<file path="config.mk">
export PLATFORM = sky130hd
export DESIGN_NAME = alu_cmd_sequencer_flat
export DESIGN_NICKNAME = d
export VERILOG_FILES = /design/src/rtl/alu_cmd_sequencer_if.sv /design/src/rtl/alu_cmd_sequencer.sv /design/src/flat_wrapper.sv
export SDC_FILE = /design/constraint.sdc
export NUM_CORES = 1
export LEC_CHECK = 0
export CORE_ASPECT_RATIO = 0.5
export CORE_MARGIN = 2
export CORE_UTILIZATION = 35
export CTS_CLUSTER_DIAMETER = 60
export DETAILED_ROUTE_END_ITERATION = 10
export PLACE_DENSITY = 0.66
export SLEW_MARGIN = 25
export SYNTH_ARGS = -nofsm -noshare
export SYNTH_HDL_FRONTEND = slang
export SYNTH_SLANG_ARGS = --single-unit
</file>
<file path="constraint.sdc">
create_clock -name clk -period 4.3 [get_ports clk]
set_input_delay 0.43 -clock clk [delete_from_list [all_inputs] [get_ports clk]]
set_output_delay 0.43 -clock clk [all_outputs]
set_load 0.05 [all_outputs]
</file>
<file path="src/rtl/alu_cmd_sequencer_if.sv">
// Bus bundle between the ALU command sequencer and its environment:
// command push port, ALU drive/return, response handshake and status.
interface alu_cmd_sequencer_if #(
    parameter int DEPTH = 4
);
    localparam int CW = $clog2(DEPTH) + 1;

    // Command push side
    logic          cmd_valid;
    logic          cmd_ready;
    logic [3:0]    cmd_a;
    logic [3:0]    cmd_b;
    logic [2:0]    cmd_sel;
    logic          cmd_use_acc;

    // Drive to and return from the combinational ALU
    logic [3:0]    alu_a;
    logic [3:0]    alu_b;
    logic [2:0]    alu_sel;
    logic [3:0]    alu_result;
    logic          alu_carry;
    logic          alu_zero;

    // Response handshake
    logic          rsp_valid;
    logic          rsp_ready;
    logic [3:0]    rsp_result;
    logic          rsp_carry;
    logic          rsp_zero;

    // Status
    logic [3:0]    acc;
    logic [CW-1:0] fifo_count;

    // Sequencer view
    modport slave (
        input  cmd_valid, cmd_a, cmd_b, cmd_sel, cmd_use_acc,
        input  alu_result, alu_carry, alu_zero,
        input  rsp_ready,
        output cmd_ready,
        output alu_a, alu_b, alu_sel,
        output rsp_valid, rsp_result, rsp_carry, rsp_zero,
        output acc, fifo_count
    );

    // Environment view (command source, ALU, response sink)
    modport master (
        output cmd_valid, cmd_a, cmd_b, cmd_sel, cmd_use_acc,
        output alu_result, alu_carry, alu_zero,
        output rsp_ready,
        input  cmd_ready,
        input  alu_a, alu_b, alu_sel,
        input  rsp_valid, rsp_result, rsp_carry, rsp_zero,
        input  acc, fifo_count
    );
endinterface

</file>
<file path="src/rtl/alu_cmd_sequencer.sv">
// Command FIFO in front of a combinational 4-bit ALU, with a registered
// response stage and an accumulator usable as operand A by later commands.
module alu_cmd_sequencer #(
    parameter int DEPTH = 4
) (
    input  logic                clk,
    input  logic                rst_n,
    alu_cmd_sequencer_if.slave  bus
);
    localparam int AW = $clog2(DEPTH);
    localparam int CW = $clog2(DEPTH) + 1;

    // Entry layout: {a[3:0], b[3:0], sel[2:0], use_acc}
    logic [11:0]   r_mem [DEPTH];
    logic [AW-1:0] r_wr_ptr;
    logic [AW-1:0] r_rd_ptr;
    logic [CW-1:0] r_count;

    logic          r_rsp_valid;
    logic [3:0]    r_rsp_result;
    logic          r_rsp_carry;
    logic          r_rsp_zero;
    logic [3:0]    r_acc;

    logic          w_cmd_ready;
    logic          w_push;
    logic          w_head_ok;
    logic          w_out_free;
    logic          w_pop;
    logic [11:0]   w_wr_entry;
    logic [11:0]   w_head;

    assign w_cmd_ready = (r_count < CW'(DEPTH));
    assign w_push      = bus.cmd_valid && w_cmd_ready;
    assign w_head_ok   = (r_count != '0);
    assign w_out_free  = !r_rsp_valid || bus.rsp_ready;
    assign w_pop       = w_head_ok && w_out_free;
    assign w_wr_entry  = {bus.cmd_a, bus.cmd_b, bus.cmd_sel, bus.cmd_use_acc};
    assign w_head      = r_mem[r_rd_ptr];

    // use_acc is resolved here at issue time, so a chained command always
    // sees the accumulator written by the command issued just before it.
    assign bus.alu_a   = !w_head_ok ? 4'h0 : (w_head[0] ? r_acc : w_head[11:8]);
    assign bus.alu_b   = !w_head_ok ? 4'h0 : w_head[7:4];
    assign bus.alu_sel = !w_head_ok ? 3'h0 : w_head[3:1];

    assign bus.cmd_ready  = w_cmd_ready;
    assign bus.rsp_valid  = r_rsp_valid;
    assign bus.rsp_result = r_rsp_result;
    assign bus.rsp_carry  = r_rsp_carry;
    assign bus.rsp_zero   = r_rsp_zero;
    assign bus.acc        = r_acc;
    assign bus.fifo_count = r_count;

    // Command storage; contents need no reset since pointers/count gate use
    always_ff @(posedge clk) begin
        if (w_push) begin
            r_mem[r_wr_ptr] <= w_wr_entry;
        end
    end

    // FIFO pointers (wrap naturally, DEPTH is a power of two) and occupancy
    always_ff @(posedge clk or negedge rst_n) begin
        if (!rst_n) begin
            r_wr_ptr <= '0;
            r_rd_ptr <= '0;
            r_count  <= '0;
        end else begin
            if (w_push) begin
                r_wr_ptr <= r_wr_ptr + 1'b1;
            end
            if (w_pop) begin
                r_rd_ptr <= r_rd_ptr + 1'b1;
            end
            case ({w_push, w_pop})
                2'b10:   r_count <= r_count + 1'b1;
                2'b01:   r_count <= r_count - 1'b1;
                default: r_count <= r_count;
            endcase
        end
    end

    // Response register and accumulator capture the ALU output on issue
    always_ff @(posedge clk or negedge rst_n) begin
        if (!rst_n) begin
            r_rsp_valid  <= 1'b0;
            r_rsp_result <= 4'h0;
            r_rsp_carry  <= 1'b0;
            r_rsp_zero   <= 1'b0;
            r_acc        <= 4'h0;
        end else if (w_pop) begin
            r_rsp_valid  <= 1'b1;
            r_rsp_result <= bus.alu_result;
            r_rsp_carry  <= bus.alu_carry;
            r_rsp_zero   <= bus.alu_zero;
            r_acc        <= bus.alu_result;
        end else if (r_rsp_valid && bus.rsp_ready) begin
            r_rsp_valid  <= 1'b0;
        end
    end
endmodule

</file>
<file path="src/flat_wrapper.sv">
// flat-port wrapper written by rule: the top's interface ports become plain ports
module alu_cmd_sequencer_flat 
#(
    parameter int DEPTH = 4
)
  (clk, rst_n, bus_cmd_valid, bus_cmd_a, bus_cmd_b, bus_cmd_sel, bus_cmd_use_acc, bus_alu_result, bus_alu_carry, bus_alu_zero, bus_rsp_ready, bus_cmd_ready, bus_alu_a, bus_alu_b, bus_alu_sel, bus_rsp_valid, bus_rsp_result, bus_rsp_carry, bus_rsp_zero, bus_acc, bus_fifo_count);
  alu_cmd_sequencer_if #(.DEPTH(DEPTH)) bus_i ();
  input  logic clk;
  input  logic rst_n;
  input wire logic [$bits(bus_i.cmd_valid)-1:0] bus_cmd_valid;
  input wire logic [$bits(bus_i.cmd_a)-1:0] bus_cmd_a;
  input wire logic [$bits(bus_i.cmd_b)-1:0] bus_cmd_b;
  input wire logic [$bits(bus_i.cmd_sel)-1:0] bus_cmd_sel;
  input wire logic [$bits(bus_i.cmd_use_acc)-1:0] bus_cmd_use_acc;
  input wire logic [$bits(bus_i.alu_result)-1:0] bus_alu_result;
  input wire logic [$bits(bus_i.alu_carry)-1:0] bus_alu_carry;
  input wire logic [$bits(bus_i.alu_zero)-1:0] bus_alu_zero;
  input wire logic [$bits(bus_i.rsp_ready)-1:0] bus_rsp_ready;
  output wire logic [$bits(bus_i.cmd_ready)-1:0] bus_cmd_ready;
  output wire logic [$bits(bus_i.alu_a)-1:0] bus_alu_a;
  output wire logic [$bits(bus_i.alu_b)-1:0] bus_alu_b;
  output wire logic [$bits(bus_i.alu_sel)-1:0] bus_alu_sel;
  output wire logic [$bits(bus_i.rsp_valid)-1:0] bus_rsp_valid;
  output wire logic [$bits(bus_i.rsp_result)-1:0] bus_rsp_result;
  output wire logic [$bits(bus_i.rsp_carry)-1:0] bus_rsp_carry;
  output wire logic [$bits(bus_i.rsp_zero)-1:0] bus_rsp_zero;
  output wire logic [$bits(bus_i.acc)-1:0] bus_acc;
  output wire logic [$bits(bus_i.fifo_count)-1:0] bus_fifo_count;
  assign bus_i.cmd_valid = bus_cmd_valid;
  assign bus_i.cmd_a = bus_cmd_a;
  assign bus_i.cmd_b = bus_cmd_b;
  assign bus_i.cmd_sel = bus_cmd_sel;
  assign bus_i.cmd_use_acc = bus_cmd_use_acc;
  assign bus_i.alu_result = bus_alu_result;
  assign bus_i.alu_carry = bus_alu_carry;
  assign bus_i.alu_zero = bus_alu_zero;
  assign bus_i.rsp_ready = bus_rsp_ready;
  assign bus_cmd_ready = bus_i.cmd_ready;
  assign bus_alu_a = bus_i.alu_a;
  assign bus_alu_b = bus_i.alu_b;
  assign bus_alu_sel = bus_i.alu_sel;
  assign bus_rsp_valid = bus_i.rsp_valid;
  assign bus_rsp_result = bus_i.rsp_result;
  assign bus_rsp_carry = bus_i.rsp_carry;
  assign bus_rsp_zero = bus_i.rsp_zero;
  assign bus_acc = bus_i.acc;
  assign bus_fifo_count = bus_i.fifo_count;
  alu_cmd_sequencer #(.DEPTH(DEPTH)) u_core (.clk(clk), .rst_n(rst_n), .bus(bus_i));
endmodule
</file>
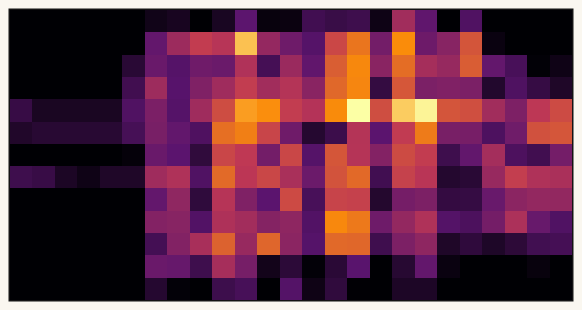
**Above:** signal metal coverage by tile.
The die is cut into 25 by 13 equal tiles; black is low, pale yellow is high, scaled to the fullest tile. Values are wire area over tile area, all layers added.
The fullest tile reaches 0.33. The emptiest ninth of the die: lower left. The mean over all tiles is 0.083. 17% of the tiles are over half the peak. The densest ninth of the die: centre. 26% of the tiles are nearly empty.
routed len/inst: 15.0 µm
total track usage: 11.9%
vias post-DR: 1294
wirelength, routed: 4310 µm

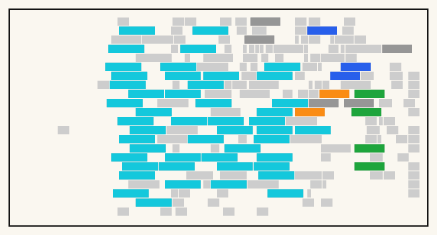
**Above:** where the registers sit.
Key: u_core.bus.rsp_result = green [flops 4, where middle right]; u_core.bus.fifo_count = blue [flops 3]; u_core.r_mem = cyan [flops 48]; u_core.r_rd_ptr = orange [flops 2]
Another 5 sequential cells are not coloured.
fraction of area in registers: 52.3%
Layout Utilization: 47.3%

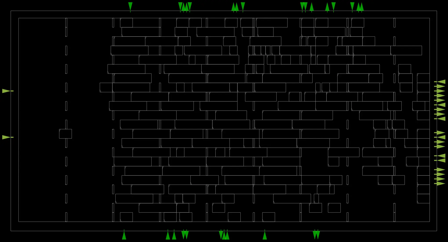
**Above:** placed standard cells.
registers: 62
tap cells: 96
filler cell count: 599
row cnt: 22
Post-Layout Cell Count: 287

==> run notes <==
run metrics: status complete, no violations, Slew headroom 50.8%, Slew Viols, Final 0, PostCTS Resize Cnt 0, final worst slack around 1.0 ns, Adder Area Share 3.20%, fmax 0.305 GHz, first-pass detailed-route iteration total 6, share of cells above drive strength 1 14.1%, CP Class reg -> out, RSZ-0062 raised after global routing no, initial antenna violation count 0, DR iter-0 viols 80, root buf cell clkbuf_16, Critical R2R Capture u_core.bus.fifo_count[2], Synth Warn # 0, Num CTS Buffers 9, Mux area share about 16%, Max Clock Skew 0.00643 ns, post-detail-place hpwl 2890 µm, CP max FO 14, Max clock buf depth 2, R2R Path Start u_core.bus.fifo_count[0], Layout non-clock buf frac between 10% and 20%, Total Neg Setup Slack 0 ns, Placer Congestion 0.653, Nets 214, Clock Sinks 62, logic share of the area 20.3%, Final Hold Violating Endpoints 0, Critical Path Sink Type primary output, Antenna Diode Count 0, CP arrival 2.85 ns, Yosys Chip Area about 0.0026 mm², chip area 0.00811 mm², Post-DRT Antenna Nets 0, final instance area 0.00343 mm², largest stage delay on the critical path 0.81 ns, first-pass GRT wire length around 7200 µm, Via density 4.51, Seq share, synth 69.5%, flop-to-flop setup slack 1.91 ns, placed inst area slightly above 0.003 mm², worst hold path type in -> async, yosys simple share 5.14%, worst-case reg-to-reg path depth 8, xor/xnor cell area share of the yosys netlist 2.04%, Top Layout Cells edfxtp_1 (48), clkdlybuf4s50_1 (47), dfrtp_1 (14), Ports 48, Flop area 0.00179 mm², Buffers & Inverters on Critical Path 1, CP endpoint bus_alu_a[0], FF+latch count, synth between 60 and 70, worst endpoint required time roughly 3.9 ns, Reg with most FFs u_core.r_mem, worst slew pin tran around 0.74 ns, dominant kind of combinational cell multiplexers, Chip Width 125 µm, CTS tree built, pin count of the biggest net entering global routing 15, clock-pin slew on the worst setup and hold paths 0.05 ns, dpl cells 271, Mapped Cells 138, vias in the first global route roughly 1300, Max Cap Viol 0, number of logged tool warnings 29, CP top delay family multiplexers, largest class sequential cells, crit share post-route 76.2%, ys cells 138, ao+oa area frac 0.194%, Initial Utilization 35.6%, Levels on crit path 4, port buffer count 47, max reg flops 48, Crit-path slowest cell dfrtp_1, pre-CTS setup slack ~1.3 ns, Setup violations, final 0, # clk buffers 9
## cell usage after synthesis (all sizes together)
master	instances	area (µm²)
clkbuf	2	7.51
o21ai	1	5.00
nor2	5	18.8
xnor2	3	26.3
mux4	12	300
nand2	2	7.51
nor3	1	10.0
mux2	6	67.6
nand2b	1	6.26
ha	5	62.6
buf	8	62.6
inv	7	26.3
nor2b	9	56.3
xor2	3	26.3
mux2i	5	50.1
edfxtp	48	1440
and3b	1	8.76
fa	1	20.0
dfrtp	14	350
and2	4	25.0
## layer usage
metal	up-vias	GRT usage [%]	wire length [µm]	part of all wire (%)
met5	-	0	0	0
met4	0	4.17	36	0.84
met3	5	5.12	219	5.1
met2	34	19.9	2170	50
met1	643	13.9	1880	44
li1	612	-	-	-
